===== src/rtl/mode_ctrl_pkg.sv =====
// rtl/mode_ctrl_pkg.sv - shared state enum, default sizing and index-width helper for the mode controller
package mode_ctrl_pkg;

   typedef enum logic {
      MENU   = 1'b0,
      ACTIVE = 1'b1
   } mode_state_e;

   localparam int DEF_NUM_MODES       = 4;
   localparam int DEF_DEBOUNCE_CYCLES = 1_000_000;

   function automatic int idx_width(input int n);
      return (n <= 2) ? 1 : $clog2(n);
   endfunction

endpackage


===== src/rtl/btn_debounce.sv =====
// rtl/btn_debounce.sv - button synchronizer, run-length debouncer and single press pulse
module btn_debounce #(
   parameter int DEBOUNCE_CYCLES = 8
) (
   input  logic clk,
   input  logic rst,
   input  logic btn,
   output logic press
);

   localparam int RW = $clog2(DEBOUNCE_CYCLES + 1);

   logic          sync0_q, sync1_q, samp_q;
   logic          level_q, level_d;
   logic          armed_q, armed_d;
   logic          press_q, press_d;
   logic [RW-1:0] run_q, run_d;
   logic          stable;

   // run_q counts consecutive identical synchronized samples, saturating at the window length
   always_comb begin
      run_d = run_q;
      if (sync1_q != samp_q) begin
         run_d = RW'(1);
      end else if (run_q != RW'(DEBOUNCE_CYCLES)) begin
         run_d = run_q + 1'b1;
      end
      stable  = (run_d == RW'(DEBOUNCE_CYCLES));
      level_d = stable ? sync1_q : level_q;
      // a press only counts once a debounced release has been seen since reset
      armed_d = armed_q | (stable & ~sync1_q);
      press_d = stable & sync1_q & ~level_q & armed_q;
   end

   always_ff @(posedge clk or negedge rst) begin
      if (!rst) begin
         sync0_q <= 1'b0;
         sync1_q <= 1'b0;
         samp_q  <= 1'b0;
         run_q   <= '0;
         level_q <= 1'b0;
         armed_q <= 1'b0;
         press_q <= 1'b0;
      end else begin
         sync0_q <= btn;
         sync1_q <= sync0_q;
         samp_q  <= sync1_q;
         run_q   <= run_d;
         level_q <= level_d;
         armed_q <= armed_d;
         press_q <= press_d;
      end
   end

   assign press = press_q;

endmodule


===== src/rtl/mode_ctrl_fsm.sv =====
// rtl/mode_ctrl_fsm.sv - MENU/ACTIVE mode selector with cursor, one-hot mode enable and change pulse
module mode_ctrl_fsm
   import mode_ctrl_pkg::*;
#(
   parameter int NUM_MODES       = DEF_NUM_MODES,
   parameter int DEBOUNCE_CYCLES = DEF_DEBOUNCE_CYCLES,
   parameter int IW              = idx_width(NUM_MODES)
) (
   input  logic                 clk,
   input  logic                 rst,
   input  logic                 switch_btn,
   input  logic                 confirm_btn,
   input  logic                 back_btn,
   input  logic [NUM_MODES-1:0] mode_done,
   output logic [IW-1:0]        cursor,
   output logic [IW-1:0]        active_mode,
   output logic                 in_menu,
   output logic [NUM_MODES-1:0] mode_en,
   output logic                 mode_changed
);

   logic switch_p, confirm_p, back_p;

   btn_debounce #(.DEBOUNCE_CYCLES(DEBOUNCE_CYCLES)) u_switch (
      .clk(clk), .rst(rst), .btn(switch_btn), .press(switch_p)
   );
   btn_debounce #(.DEBOUNCE_CYCLES(DEBOUNCE_CYCLES)) u_confirm (
      .clk(clk), .rst(rst), .btn(confirm_btn), .press(confirm_p)
   );
   btn_debounce #(.DEBOUNCE_CYCLES(DEBOUNCE_CYCLES)) u_back (
      .clk(clk), .rst(rst), .btn(back_btn), .press(back_p)
   );

   mode_state_e          state_q, state_d;
   logic [IW-1:0]        cursor_q, cursor_d;
   logic [IW-1:0]        active_q, active_d;
   logic                 in_menu_q, in_menu_d;
   logic [NUM_MODES-1:0] mode_en_q, mode_en_d;
   logic                 changed_q, changed_d;
   logic                 done_hit;

   always_comb begin
      state_d   = state_q;
      cursor_d  = cursor_q;
      active_d  = active_q;
      in_menu_d = in_menu_q;
      mode_en_d = mode_en_q;
      changed_d = 1'b0;
      done_hit  = mode_done[active_q];
      case (state_q)
         MENU: begin
            // confirm wins over a same-cycle switch, so the mode entered is the un-incremented cursor
            if (confirm_p) begin
               state_d   = ACTIVE;
               active_d  = cursor_q;
               mode_en_d = NUM_MODES'(1) << cursor_q;
               in_menu_d = 1'b0;
               changed_d = 1'b1;
            end else if (switch_p) begin
               cursor_d = (cursor_q == IW'(NUM_MODES - 1)) ? '0 : cursor_q + 1'b1;
            end
         end
         ACTIVE: begin
            if (back_p || done_hit) begin
               state_d   = MENU;
               cursor_d  = active_q;
               mode_en_d = '0;
               in_menu_d = 1'b1;
               changed_d = 1'b1;
            end
         end
         default: begin
            state_d   = MENU;
            mode_en_d = '0;
            in_menu_d = 1'b1;
         end
      endcase
   end

   always_ff @(posedge clk or negedge rst) begin
      if (!rst) begin
         state_q   <= MENU;
         cursor_q  <= '0;
         active_q  <= '0;
         in_menu_q <= 1'b1;
         mode_en_q <= '0;
         changed_q <= 1'b0;
      end else begin
         state_q   <= state_d;
         cursor_q  <= cursor_d;
         active_q  <= active_d;
         in_menu_q <= in_menu_d;
         mode_en_q <= mode_en_d;
         changed_q <= changed_d;
      end
   end

   assign cursor       = cursor_q;
   assign active_mode  = active_q;
   assign in_menu      = in_menu_q;
   assign mode_en      = mode_en_q;
   assign mode_changed = changed_q;

endmodule


===== config.mk =====
export PLATFORM = sky130hd
export DESIGN_NAME = mode_ctrl_fsm
export DESIGN_NICKNAME = d
export VERILOG_FILES = /design/src/rtl/mode_ctrl_pkg.sv /design/src/rtl/btn_debounce.sv /design/src/rtl/mode_ctrl_fsm.sv
export SDC_FILE = /design/constraint.sdc
export NUM_CORES = 1
export LEC_CHECK = 0
export CORE_MARGIN = 2
export CORE_UTILIZATION = 61
export DETAILED_ROUTE_END_ITERATION = 10
export GPL_TIMING_DRIVEN = 0
export PLACE_DENSITY = 0.87
export SLEW_MARGIN = 20
export SYNTH_ARGS = -nofsm -noshare
export SYNTH_HDL_FRONTEND = slang
export SYNTH_SLANG_ARGS = --single-unit
export TNS_END_PERCENT = 20

===== constraint.sdc =====
create_clock -name clk -period 2.7 [get_ports clk]
set_input_delay 0.405 -clock clk [delete_from_list [all_inputs] [get_ports clk]]
set_output_delay 0.405 -clock clk [all_outputs]
set_load 0.005 [all_outputs]

Fig. 1: run 1, metal 1
Scale bar: 20 microns. Supply wires on this layer in gray.
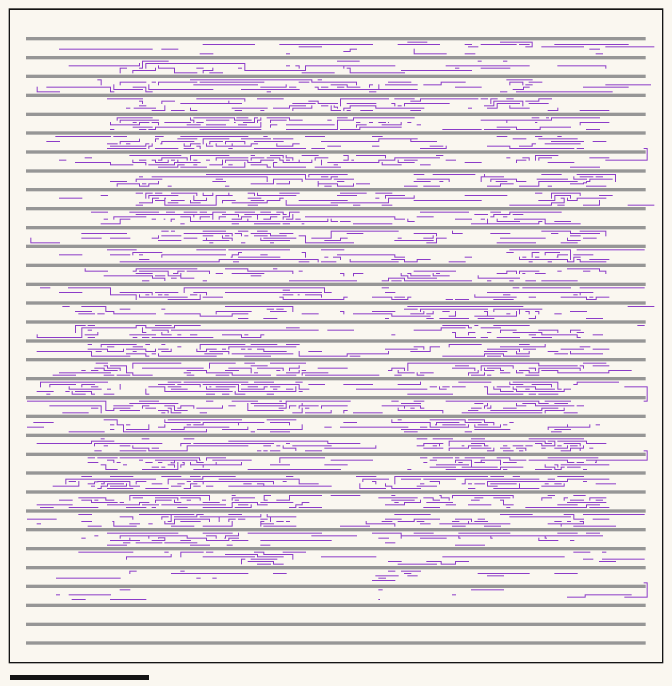
longest straight run: 29.0 microns
wire length on this layer: 4,740 microns
share of all routed wire: 44%
nets with wire on the layer: 530
main direction: horizontal
met1 global-route usage: 0.3383
vias after detailed routing: 4,021
Routed WL: 10,770 microns

Fig. 2: run 1, the metal 2 layer
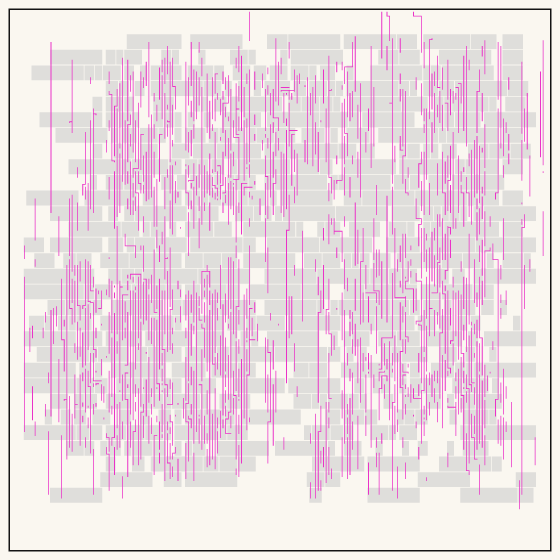
longest straight run: 46.4 microns
nets with wire on the layer: 480
main direction: vertical
wire length on this layer: 5,190 microns
met2 usage: 0.4143

==> impl_metrics.tcl, run 1 <==
# collected from the flow reports
set metrics [dict create \
    status "complete, but fails checks" \
    violations "setup timing" \
    pin_count 19 \
    finalCritPeriodShare 1.025 \
    whs_ns 0.3577 \
    final_cells 661 \
    common_cells "88 x dfrtp_1, 57 x nor2_1, 38 x nand2_1, 30 x nand3_1, 27 x xor2_1" \
    inverters 22 \
    grt_pass1_vias 3837 \
    path_buffers 1 \
    seq_cell_count 89 \
    p_clk_uw 900 \
    synth.most_common_cell "dfrtp_1" \
    p_sw_frac 0.3062 \
    top_area_cell "dfrtp_1" \
    fin_skew_ns 0.01141 \
    synth_cell_type_count 57 \
    mux_share 0.04417 \
    logic_gate_count 386 \
    hold_class "register to register" \
    clock_latency_ns 0.37 \
    critPathMaxStageDelay_ns 0.47 \
    power_frac_comb 0.143 \
    ys.flop_type "dfrtp_1" \
    comb_cell_power_uw 389 \
    cts_tree "done" \
    power_switching_uw 834.6 \
    wl_met1_microns 4743 \
    post_cts_buffers 0 \
    ctsLongestPathBuffers 2 \
    cp_slowest_cell "dfrtp_2" \
    antenna_cells 0 \
    setup_viol 2 \
    report.final.slew_viol_count 0 \
    finalSetupTns_ns -0.07515 \
    signal_buffers 46 \
    synth.avg_cell_area_sq_um 9.478 \
    grt_setup_unrepaired "yes" \
    final_net_count 573 \
    place.gp.congestion 0.9018 \
    comb_share 0.4635 \
    path_depth 9 \
    grt_max_degree 56 \
    cts.repair.resized 2 \
    syn_area_sq_um 4928 \
    drt-wirelength-per-cell_microns 16.29 \
    clkTransAtPathRegs_ns 0.10 \
    min_to "u_confirm.sync1_q" \
    htree_levels 3 \
    regToRegEndpoint "u_confirm.level_q" \
    ys_cells 520 \
    crit_family "simple AND/OR/NAND/NOR gates" \
    fp_util 0.6345 \
    grt_pass1_wl_microns 17590 \
    gr-max-usage-layer "met2" \
    dp_cells 641 \
    yosys_warnings 0 \
    leakagePower_nw 2.313 \
    peakVddDrop_mv 0.3973 \
    grt_usage 0.2504 \
    drc_errors 0 \
    power_mw 2.725 \
    ys_area_sq_um 4928 \
    maxCapViolations 0 \
    buf_share 0.06288 \
    fillers 548 \
    xor_share 0.08708 \
    relSlewSlack 0.4453 \
    synthArstFlopShare 1.000 \
    synthCells 520 \
    setup_slack_ns -0.06698 \
    seq_power_mw 1.44 \
    layout_top_cell "dfrtp_1" \
    post-route-util 0.7173 \
    met3_usage 0.04494 \
]
Fig. 3: run 1, M3 wires
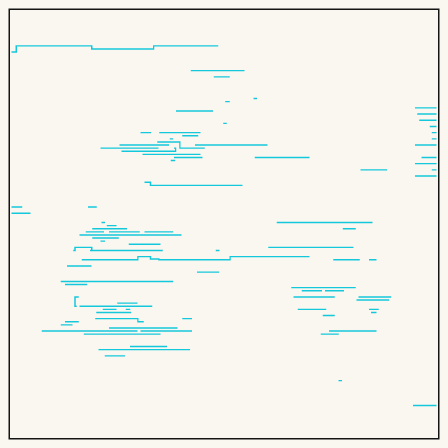
share of all routed wire: 6.4%
wire length on this layer: 686 microns
main direction: horizontal
longest straight run: 24.4 microns
nets with wire on the layer: 73

--- run 2 (diff from run 1) ---
--- a/config.mk
+++ b/config.mk
@@ -10,6 +10,7 @@
 export DETAILED_ROUTE_END_ITERATION = 10
 export GPL_TIMING_DRIVEN = 0
 export PLACE_DENSITY = 0.87
+export SKIP_LAST_GASP = 1
 export SLEW_MARGIN = 20
 export SYNTH_ARGS = -nofsm -noshare
 export SYNTH_HDL_FRONTEND = slang
Fig. 4: run 2, metal 1
Scale bar: 20 microns. Supply wires on this layer in gray.
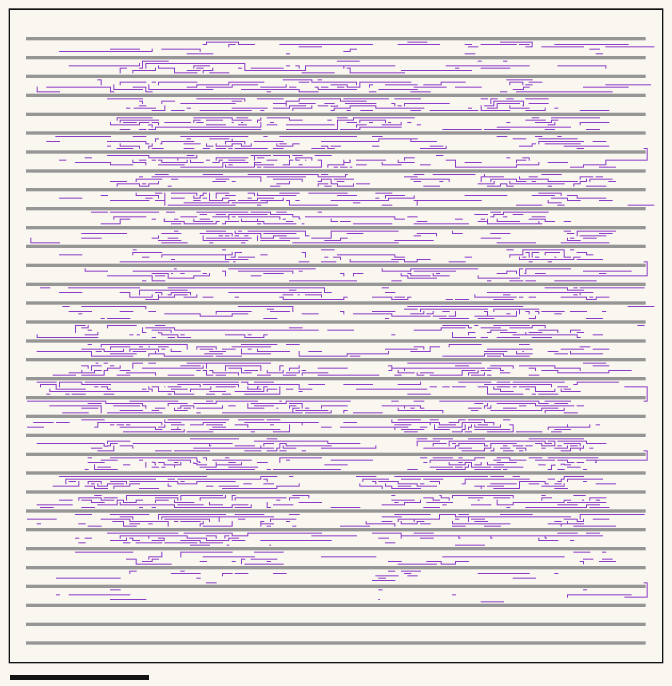
longest straight run: 29.0 microns
main direction: horizontal
wire length on this layer: 4,740 microns
nets with wire on the layer: 536

Fig. 5: run 2, metal 4
Scale bar: 20 microns. Supply wires on this layer in gray.
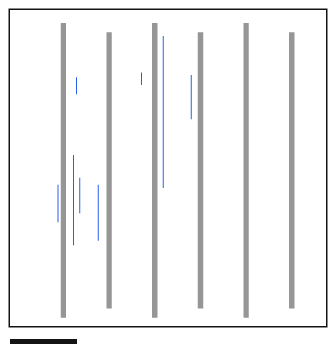
share of all routed wire: 1.2%
wire length on this layer: 130 microns
longest straight run: 44.9 microns
nets with wire on the layer: 7
Routed WL: 10,680 microns
vias after detailed routing: 4,038

Fig. 6: run 2, M3 wires
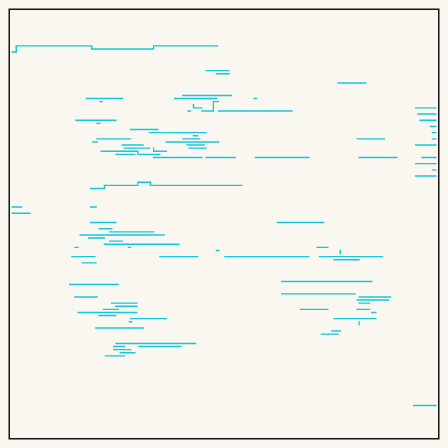
share of all routed wire: 5.9%
main direction: horizontal
wire length on this layer: 634 microns

==> run 2 against run 1 <==
Effect of this change: the flow now finishes without violations; final cell count up 0.15%; worst setup slack better by 0.085 ns; clock power about the same; first-iteration DRC count fell by 6.1%; hold slack is essentially flat; combinational power down 2%; largest cell class unchanged.
==> impl_metrics.tcl, run 2 <==
# collected from the flow reports
set metrics [dict create \
    logic_gate_count 386 \
    synth_cell_type_count 57 \
    min_to "u_confirm.sync1_q" \
    relSlewSlack 0.4417 \
    ctsLongestPathBuffers 2 \
    dp_cells 641 \
    fp_util 0.6345 \
    ys_cells 520 \
    common_cells "88 x dfrtp_1, 57 x nor2_1, 38 x nand2_1, 30 x nand3_1, 27 x xor2_1" \
    regToRegEndpoint "u_confirm.level_q" \
    post-route-util 0.7186 \
    comb_share 0.4631 \
    hold_class "register to register" \
    seq_cell_count 89 \
    gr-max-usage-layer "met2" \
    top_area_cell "dfrtp_1" \
    path_buffers 1 \
    grt_pass1_wl_microns 17590 \
    p_sw_frac 0.3047 \
    ys_area_sq_um 4928 \
    power_frac_comb 0.140 \
    crit_family "simple AND/OR/NAND/NOR gates" \
    finalSetupTns_ns 0 \
    seq_power_mw 1.44 \
    antenna_cells 0 \
    peakVddDrop_mv 0.3941 \
    comb_cell_power_uw 380 \
    setup_slack_ns 0.01845 \
    grt_setup_unrepaired "yes" \
    whs_ns 0.3579 \
    inverters 22 \
    wl_met1_microns 4744 \
    pin_count 19 \
    finalCritPeriodShare 0.9932 \
    ant_nets 0 \
    buf_share 0.06411 \
    min_from "u_confirm.sync0_q" \
    critPathMaxStageDelay_ns 0.47 \
    fin_skew_ns 0.01420 \
    clock_latency_ns 0.37 \
    cts_tree "done" \
    final_net_count 574 \
    clkTransAtPathRegs_ns 0.10 \
    tool_warnings 34 \
    synthArstFlopShare 1.000 \
    post_cts_buffers 0 \
    status "finished clean" \
    grt_usage 0.2504 \
    gr-usage-met1 0.3383 \
    synth.most_common_cell "dfrtp_1" \
    leakagePower_nw 2.317 \
    grt_pass1_vias 3835 \
    use_met2 0.4143 \
    setup_viol 0 \
    path_depth 9 \
    dpl_cell_area_sq_um 5261 \
    power_switching_uw 827.1 \
    synth.avg_cell_area_sq_um 9.478 \
    xor_share 0.08708 \
    cp_slowest_cell "dfrtp_2" \
    synthCells 520 \
    signal_buffers 47 \
    final_cells 662 \
    htree_levels 3 \
    met3_usage 0.04494 \
    cts.repair.resized 1 \
    drt-wirelength-per-cell_microns 16.13 \
    layout_top_cell "dfrtp_1" \
    power_mw 2.714 \
    report.final.slew_viol_count 0 \
    p_clk_uw 899 \
    fin_area_sq_um 5582 \
    ys.flop_type "dfrtp_1" \
]
--- run 3 (diff from run 2) ---
--- a/config.mk
+++ b/config.mk
@@ -6,10 +6,11 @@
 export NUM_CORES = 1
 export LEC_CHECK = 0
 export CORE_MARGIN = 2
-export CORE_UTILIZATION = 61
+export CORE_UTILIZATION = 60
 export DETAILED_ROUTE_END_ITERATION = 10
+export GPL_ROUTABILITY_DRIVEN = 1
 export GPL_TIMING_DRIVEN = 0
-export PLACE_DENSITY = 0.87
+export PLACE_DENSITY = 0.86
 export SKIP_LAST_GASP = 1
 export SLEW_MARGIN = 20
 export SYNTH_ARGS = -nofsm -noshare
Fig. 7: run 3, the metal 2 layer
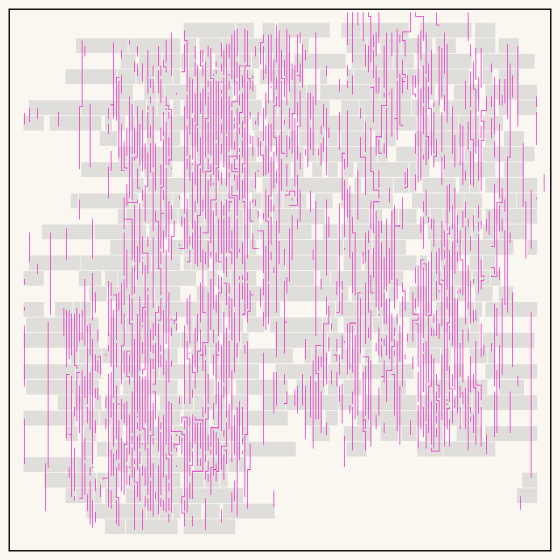
wire length on this layer: 5,680 microns
main direction: vertical
share of all routed wire: 50%
nets with wire on the layer: 509
vias after detailed routing: 4,201
met2 usage: 0.4285
Routed WL: 11,390 microns

Fig. 8: run 3, M3 wires
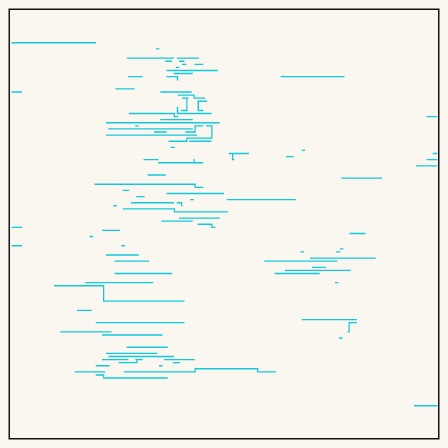
nets with wire on the layer: 65
longest straight run: 24.8 microns
share of all routed wire: 6.1%
main direction: horizontal
wire length on this layer: 694 microns
met3 GRT Util: 0.04150

Fig. 9: run 3, metal 4
Scale bar: 20 microns. Supply wires on this layer in gray.
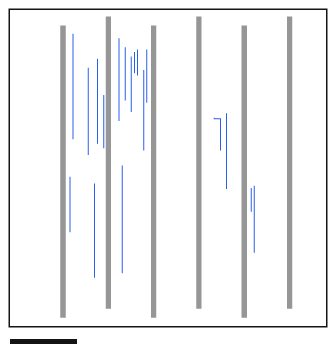
wire length on this layer: 344 microns
share of all routed wire: 3.0%
main direction: vertical
longest straight run: 32.0 microns
nets with wire on the layer: 16

==> run 3 against run 2 <==
Effect of this change: fmax is 2.5% higher; total power is 1.1% higher; critical path depth stayed put; synthesized cell count stayed put; via count is 4.0% higher; sequential share of layout area is 0.65 points lower; sequential power hardly changed; first-iteration DRC count is 25% higher; cell area is 1.7% higher; sequential cell count stayed put; register-to-register slack better by 0.07 ns.
==> impl_metrics.tcl, run 3 <==
# collected from the flow reports
set metrics [dict create \
    gr-usage-met1 0.3333 \
    min_from "u_confirm.sync0_q" \
    taps 105 \
    wl_met3_microns 693 \
    cp-endpoint "u_switch.press" \
    path_depth 9 \
    p_sw_frac 0.3082 \
    numPortBuffers 18 \
    cts_root_buffer "clkbuf_8" \
    setup_viol 0 \
    cts_tree "done" \
    clock_sinks 89 \
    fillers 571 \
    min_period_ns 2.616 \
    finalSetupTns_ns 0 \
    dpl_cell_area_sq_um 5265 \
    regToRegEndpoint "u_switch.press" \
    inverters 22 \
    place.gp.congestion 0.9482 \
    layout_top_cell "dfrtp_1" \
    startpoint "u_switch.run_q[1]" \
    p_int_mw 1.899 \
    cts.repair.resized 3 \
    grt-ovfl-total 0 \
    ant_nets 0 \
    max_freq_mhz 382.3 \
    mux_share 0.04417 \
    netlist.area_leader.share 0.4468 \
    seq_cell_count 89 \
    cp_slowest_cell "dfrtp_1" \
    fa_ha_area_frac 0.02539 \
    peakVddDrop_mv 0.3121 \
    maxCapViolations 0 \
    max_slew.worst_pin.slew_ns 0.7188 \
    signal_buffers 50 \
    logic_gate_count 386 \
    r2r_start "u_switch.run_q[1]" \
    area_delta_synth_final_pct 15.18 \
    wl_met1_microns 4675 \
    final_net_count 577 \
    topCombFamilyByArea "simple AND/OR/NAND/NOR gates" \
    fin_area_sq_um 5677 \
    clk_share 0.03372 \
    synth_cell_type_count 57 \
    edf_count 0 \
    dr_wl_met2_microns 5676 \
    buf_share 0.06767 \
    setup_slack_ns 0.08414 \
    ys_top_cells_by_area "dfrtp_1 45%, xor2_1 4.8%, nor2_1 4.3%, xnor2_1 3.9%, nand3_1 3.0%" \
    cp-end-kind "register" \
    ys_seq_share 0.4521 \
    synthCells 520 \
    post_cts_buffers 0 \
    report.final.slew_viol_count 0 \
    ys_sh_aoi 0.08149 \
    core_sq_um 8093 \
    syn_area_sq_um 4928 \
    grt_max_degree 57 \
    die_area_sq_um 8955 \
    dr.max_layer_used "met4" \
    xor_share 0.08708 \
    ys.flops 89 \
    drt-wirelength-per-cell_microns 17.05 \
    required_ns 2.96 \
    ys_cells 520 \
    grt_antenna_before_repair 0 \
    tool_warnings 34 \
    grt_pass1_vias 3871 \
    power_mw 2.744 \
    synth.most_common_cell "dfrtp_1" \
    yosys_warnings 0 \
    crit_family "simple AND/OR/NAND/NOR gates" \
    final_cells 668 \
    r2r_cells 9 \
    cts_buffers 9 \
    first_iter_violations 325 \
    fin_skew_ns 0.01520 \
    ctsLongestPathBuffers 2 \
    power_frac_comb 0.145 \
    common_cells "88 x dfrtp_1, 57 x nor2_1, 38 x nand2_1, 30 x nand3_1, 27 x xor2_1" \
    grt_usage 0.2548 \
    ys.flop_type "dfrtp_1" \
    drive_above_1_share 0.1421 \
    pin_count 19 \
    antenna_cells 0 \
    relSlewSlack 0.5192 \
    min_to "u_confirm.sync1_q" \
    comb_share 0.4675 \
    leakagePower_nw 2.353 \
    p_clk_frac 0.332 \
    regArea_sq_um 2233 \
    drc_errors 0 \
    finalCritPeriodShare 0.9688 \
    rows 33 \
    first_pass_iters 5 \
    clock_latency_ns 0.37 \
    seq_share 0.3934 \
    top_regs "u_back.run_q (20), u_confirm.run_q (20), u_switch.run_q (20)" \
    clkTransAtPathRegs_ns 0.11 \
    post-route-util 0.7015 \
    dp_cells 644 \
    top_area_cell "dfrtp_1" \
    die-height_microns 94.63 \
    r2r_slack_ns 0.08 \
    path_buffers 2 \
    htree_levels 3 \
    crit_fanout 7 \
    largest_class "logic gates" \
    status "finished clean" \
    whs_ns 0.3535 \
    hold_class "register to register" \
    grt_pass1_wl_microns 17890 \
    hold_viol 0 \
    seq_power_share 0.523 \
    dieWidth_microns 94.63 \
    synth.avg_cell_area_sq_um 9.478 \
    gr-max-usage-layer "met2" \
    fp_util 0.6090 \
    synthArstFlopShare 1.000 \
    crit_top_cell "inv_1" \
    crit_type "register to register" \
    critPathLaunchType "register" \
    comb_cell_power_uw 399 \
    simple_gate_share 0.2701 \
    seq_power_mw 1.44 \
    ys_area_sq_um 4928 \
    critPathMaxStageDelay_ns 0.50 \
    p_clk_uw 910 \
    crit_chain "ha_2 > inv_1 > nor4_4 > mux2_2 > inv_1 > nand2_1 > nor4_1 > nand4_1 > nor3_1" \
    grt_setup_unrepaired "yes" \
    final_cell_mix "84 x dfrtp_1, 56 x nor2_1, 38 x nand2_1, 29 x nand3_1, 27 x xor2_1" \
    top_power_group "sequential cells" \
    power_switching_uw 845.8 \
    via_per_inst 6.289 \
]
Power figures rest on the tool's default switching activity, not on a simulated workload.
